### config.mk
export PLATFORM = sky130hd
export DESIGN_NAME = save_fifo
export DESIGN_NICKNAME = d
export VERILOG_FILES = /design/src/rtl/save_fifo.sv
export SDC_FILE = /design/constraint.sdc
export NUM_CORES = 1
export LEC_CHECK = 0
export ABC_AREA = 1
export CORE_ASPECT_RATIO = 0.7
export CORE_MARGIN = 2
export CORE_UTILIZATION = 57
export CTS_CLUSTER_SIZE = 30
export DETAILED_ROUTE_END_ITERATION = 12
export GPL_ROUTABILITY_DRIVEN = 0
export PLACE_DENSITY = 0.81
export REMOVE_ABC_BUFFERS = 1
export SYNTH_ARGS = -nofsm -noshare
export SYNTH_HDL_FRONTEND = slang
export SYNTH_SLANG_ARGS = --single-unit
### constraint.sdc
create_clock -name clk -period 2.2 [get_ports clk]
set_clock_uncertainty 0.2 [all_clocks]
set_input_delay 0.22 -clock clk [delete_from_list [all_inputs] [get_ports clk]]
set_output_delay 0.22 -clock clk [all_outputs]
set_load 0.05 [all_outputs]
### src/rtl/save_fifo.sv
// Circular buffer between the controller's save and display phases.
// Registered pop data, occupancy count, and sticky misuse flags.
module save_fifo #(
    parameter int DATA_WIDTH = 8,
    parameter int DEPTH      = 8
) (
    input  logic                       clk,
    input  logic                       reset_n,
    input  logic                       clear,
    input  logic                       write_enable,
    input  logic [DATA_WIDTH-1:0]      write_data,
    input  logic                       read_enable,
    output logic [DATA_WIDTH-1:0]      read_data,
    output logic                       read_valid,
    output logic                       empty,
    output logic                       full,
    output logic [$clog2(DEPTH):0]     count,
    output logic                       overflow,
    output logic                       underflow
);

    localparam int ADDR_WIDTH = $clog2(DEPTH);
    localparam logic [ADDR_WIDTH:0] FULL_COUNT = (ADDR_WIDTH + 1)'(DEPTH);

    logic [DATA_WIDTH-1:0] mem [DEPTH];
    logic [ADDR_WIDTH-1:0] wr_ptr;
    logic [ADDR_WIDTH-1:0] rd_ptr;
    logic                  do_wr;
    logic                  do_rd;

    assign empty = (count == '0);
    assign full  = (count == FULL_COUNT);

    // Decisions use pre-edge status: a same-cycle read never frees room for a write
    assign do_wr = write_enable && !full;
    assign do_rd = read_enable && !empty;

    always_ff @(posedge clk) begin
        if (do_wr && !clear) begin
            mem[wr_ptr] <= write_data;
        end
    end

    always_ff @(posedge clk or negedge reset_n) begin
        if (!reset_n) begin
            wr_ptr     <= '0;
            rd_ptr     <= '0;
            count      <= '0;
            read_data  <= '0;
            read_valid <= 1'b0;
            overflow   <= 1'b0;
            underflow  <= 1'b0;
        end else if (clear) begin
            wr_ptr     <= '0;
            rd_ptr     <= '0;
            count      <= '0;
            read_data  <= '0;
            read_valid <= 1'b0;
            overflow   <= 1'b0;
            underflow  <= 1'b0;
        end else begin
            read_valid <= do_rd;
            if (do_wr) begin
                wr_ptr <= wr_ptr + 1'b1;
            end
            if (do_rd) begin
                read_data <= mem[rd_ptr];
                rd_ptr    <= rd_ptr + 1'b1;
            end
            if (do_wr && !do_rd) begin
                count <= count + 1'b1;
            end else if (do_rd && !do_wr) begin
                count <= count - 1'b1;
            end
            if (write_enable && full) begin
                overflow <= 1'b1;
            end
            if (read_enable && empty) begin
                underflow <= 1'b1;
            end
        end
    end

endmodule

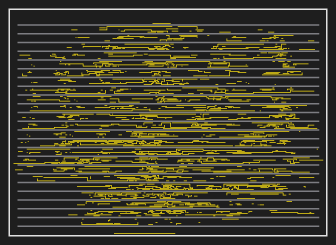
m1.png
Supply wires on this layer in grey.
longest straight run = 48.3 um
wire length on this layer = 3200 um
main direction = horizontal
nets with wire on the layer = 354

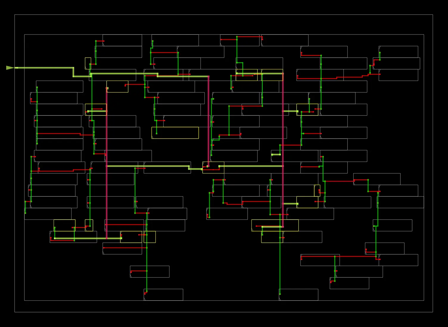
clock_nets.png
CLK BUF: 12
Inserted Clock Buffers: 9
clk_lat worst skew: 0.35 ns
Clock Sinks: 85
Clock Power: 1.17 mW

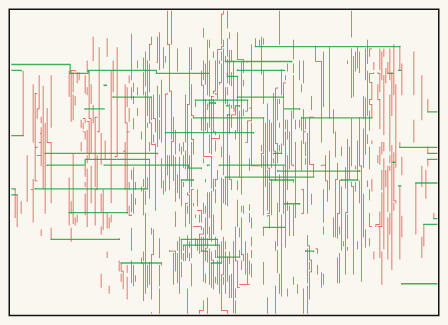
layers.png
Only two layers are drawn.
green -> M3  # wire length 486 um
red -> M2  # wire length 3320 um

==> GITHUB_STEP_SUMMARY <==
## Implementation flow summary

| Metric | Value |
|---|---|
| Hold Violations, Final | `0` |
| Slew HR | `58.0%` |
| Vias in the first global route | `2267` |
| Clock transition at the registers of the reported paths | `approximately 0.08 ns` |
| R2r worst-path depth | `10` |
| Die ar. | `6870 um^2` |
| Worst-margin pin slew | `0.629 ns` |
| Largest net degree at the start of global routing | `35` |
| Final Max Tran Viols | `0` |
| Via density per instance | `5.57` |
| DRT Pass-1 Iters | `5` |
| R2R Path End | `count[3]` |
| Count leader, synth | `edfxtp_1` |
| Yosys Instances | `307` |
| Final min period | `~2.1 ns` |
| Worst Setup Path Type | `flop to output pin` |
| I/O Pins | `30` |
| Net Sw Power | `1.84 mW` |
| Tcrit/Tclk final | `between 90% and 100%` |
| Max-cap violations | `0` |
| Hold WS | `0.0164 ns` |
| Root Driver | `clkbuf_8` |
| Status | `finished clean` |
| # rows | `23` |
| Power Density | `1170 nW/um^2` |
| Post-synth area from yosys stat | `about 3500 um^2` |
| Ant. Diodes | `0` |
| Pleak | `around 1.7 nW` |
| Chip height | `roughly 70 um` |
| Top cells by area | `edfxtp_1, dfrtp_1, nor2_1` |
| Synth Seq Share | `~70%` |
| YS warnings | `0` |
| Layout area overhead | `20.4%` |
| CP Capture Type | `output pin` |
| FILL cells | `399` |
| Initial DRC count | `278` |
| Reg2Reg Setup Slack | `0.13 ns` |
| Port Buf Inserts | `29` |
| Cell Area, Synth | `3540 um^2` |
| Maximum VDD drop | `0.699 mV` |
| Final setup viols | `0` |
| Routed WL | `7150 um` |
| Reg power frac | `39.8%` |
| Clk buf depth | `2` |
| Count of tool warnings | `25` |
| Crit path arrival time | `1.71 ns` |
| Antenna viol nets, final | `0` |
| Unrepaired setup endpoints after global routing | `no` |
| Min-delay worst type | `input pin to asynchronous set/reset pin` |
| TritonCTS clock tree | `done` |
| Commonest flop | `edfxtp_1` |
| CP Data Required Time | `between 1.5 and 2 ns` |
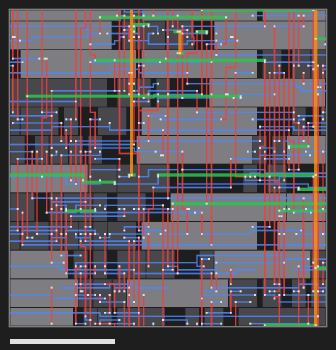
closeup.png
The bar under the picture is 10 um long. Region (34, 20) to (64, 50) um. Cells in grey, sequential cells in the stronger grey; small squares are vias.
red -> M2
green -> M3
orange -> M4
blue -> M1
cells with their middle in the window = 70
netlist names of flops here include = mem (11), wr_ptr (3)
most frequent = nor2_1 (17), edfxtp_1 (11), buf_4 (10)
sequential cells in the window = 15

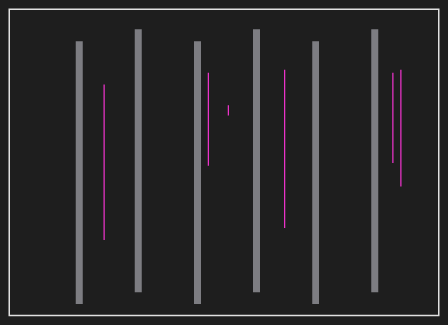
m4.png
Supply wires on this layer in grey.
main direction = vertical
wire length on this layer = 141 um
nets with wire on the layer = 5
longest straight run = 36.0 um
share of all routed wire = 2.0%

[power groups by stage]
stage | clock network, mW | registers (mW) | logic [mW]
2_1_floorplan | 0 | 2.39 | 0.800
3_3_place_gp | 0 | 2.00 | 1.78
3_5_place_dp | 0 | 2.01 | 1.82
4_1_cts | 1.19 | 1.98 | 1.83
5_1_grt | 1.25 | 2.01 | 2.02
6_report | 1.17 | 1.99 | 1.84
[per-stage QoR]
step	std cells	instance area, um^2	TNS, ns	total power, mW	util (%)
after detailed placement	421	4040	0	3.83	68.8
after floorplan	295	3480	-2.44	3.19	-
after CTS	437	4260	0	4.99	72.5
after global placement	421	4040	0	3.78	68.8
after global routing	437	4270	0	5.27	72.7
final	437	4270	0	5.00	72.7
[cell families (layout without fill, tap and decap cells)]
logic type	Yosys count	after routing	synth area share (%)
XOR/XNOR	1	1	0.247
adder cells (fa/ha/maj)	5	5	1.98
AND/OR/NAND/NOR	115	115	13.5
buffers and inverters	28	83	3.46
AND-OR/OR-AND	73	73	11.7
flip-flops	85	85	69.1
[flip-flops by register name, indices dropped and copies added, names as in the netlist]
register and cells:
read_valid 1, count 4, rd_ptr 3, read_data 8, underflow 1, wr_ptr 3
mem 64, overflow 1
[worst max-delay path, cell delays in order (launching register included)]
cell	delay, ns
dfrtp_1	0.41
buf_4	0.16
clkdlybuf4s50_1	0.80
[layer usage]
metal  part of all wire [%]  GRT usage (%)  vias up
li1                       -              -     1167
met1                     45           31.8     1157
met5                      0              0        -
met3                    6.8           5.51       17
met2                     46           35.1       94
met4                    2.0           8.22        0
[cell usage in the layout (no fill, tap or decap), drive strengths merged]
cell type	count
clkdlybuf4s50	27
clkinv	2
o21ai	47
inv	15
buf	24
edfxtp	64
clkinvlp	1
bufinv	2
o211ai	16
nand2	44
clkbuf	12
ha	4
a21oi	6
nand3	6
a21o	1
o21a	3
dfrtp	21
nor2	65
xor2	1
fa	1
[cell type report]
type	count	area, um^2	area share [%]
Timing Repair Buffer	51	463	10.8
Inverter	16	60.1	1.41
Clock buffer	12	145	3.40
Clock inverter	4	72.6	1.70
Tap cell	75	93.8	2.20
Sequential cell	85	2450	57.4
Multi-Input combinational cell	194	985	23.1
[worst max path at each step]
stage | end | cells past startpoint
after global routing | count[3] | 10
after global placement | count[3] | 9
after detailed placement | count[3] | 8
after CTS | count[3] | 10
after floorplan | count[3] | 10
final | count[1] | 2
Power and IR drop assume default switching activity.
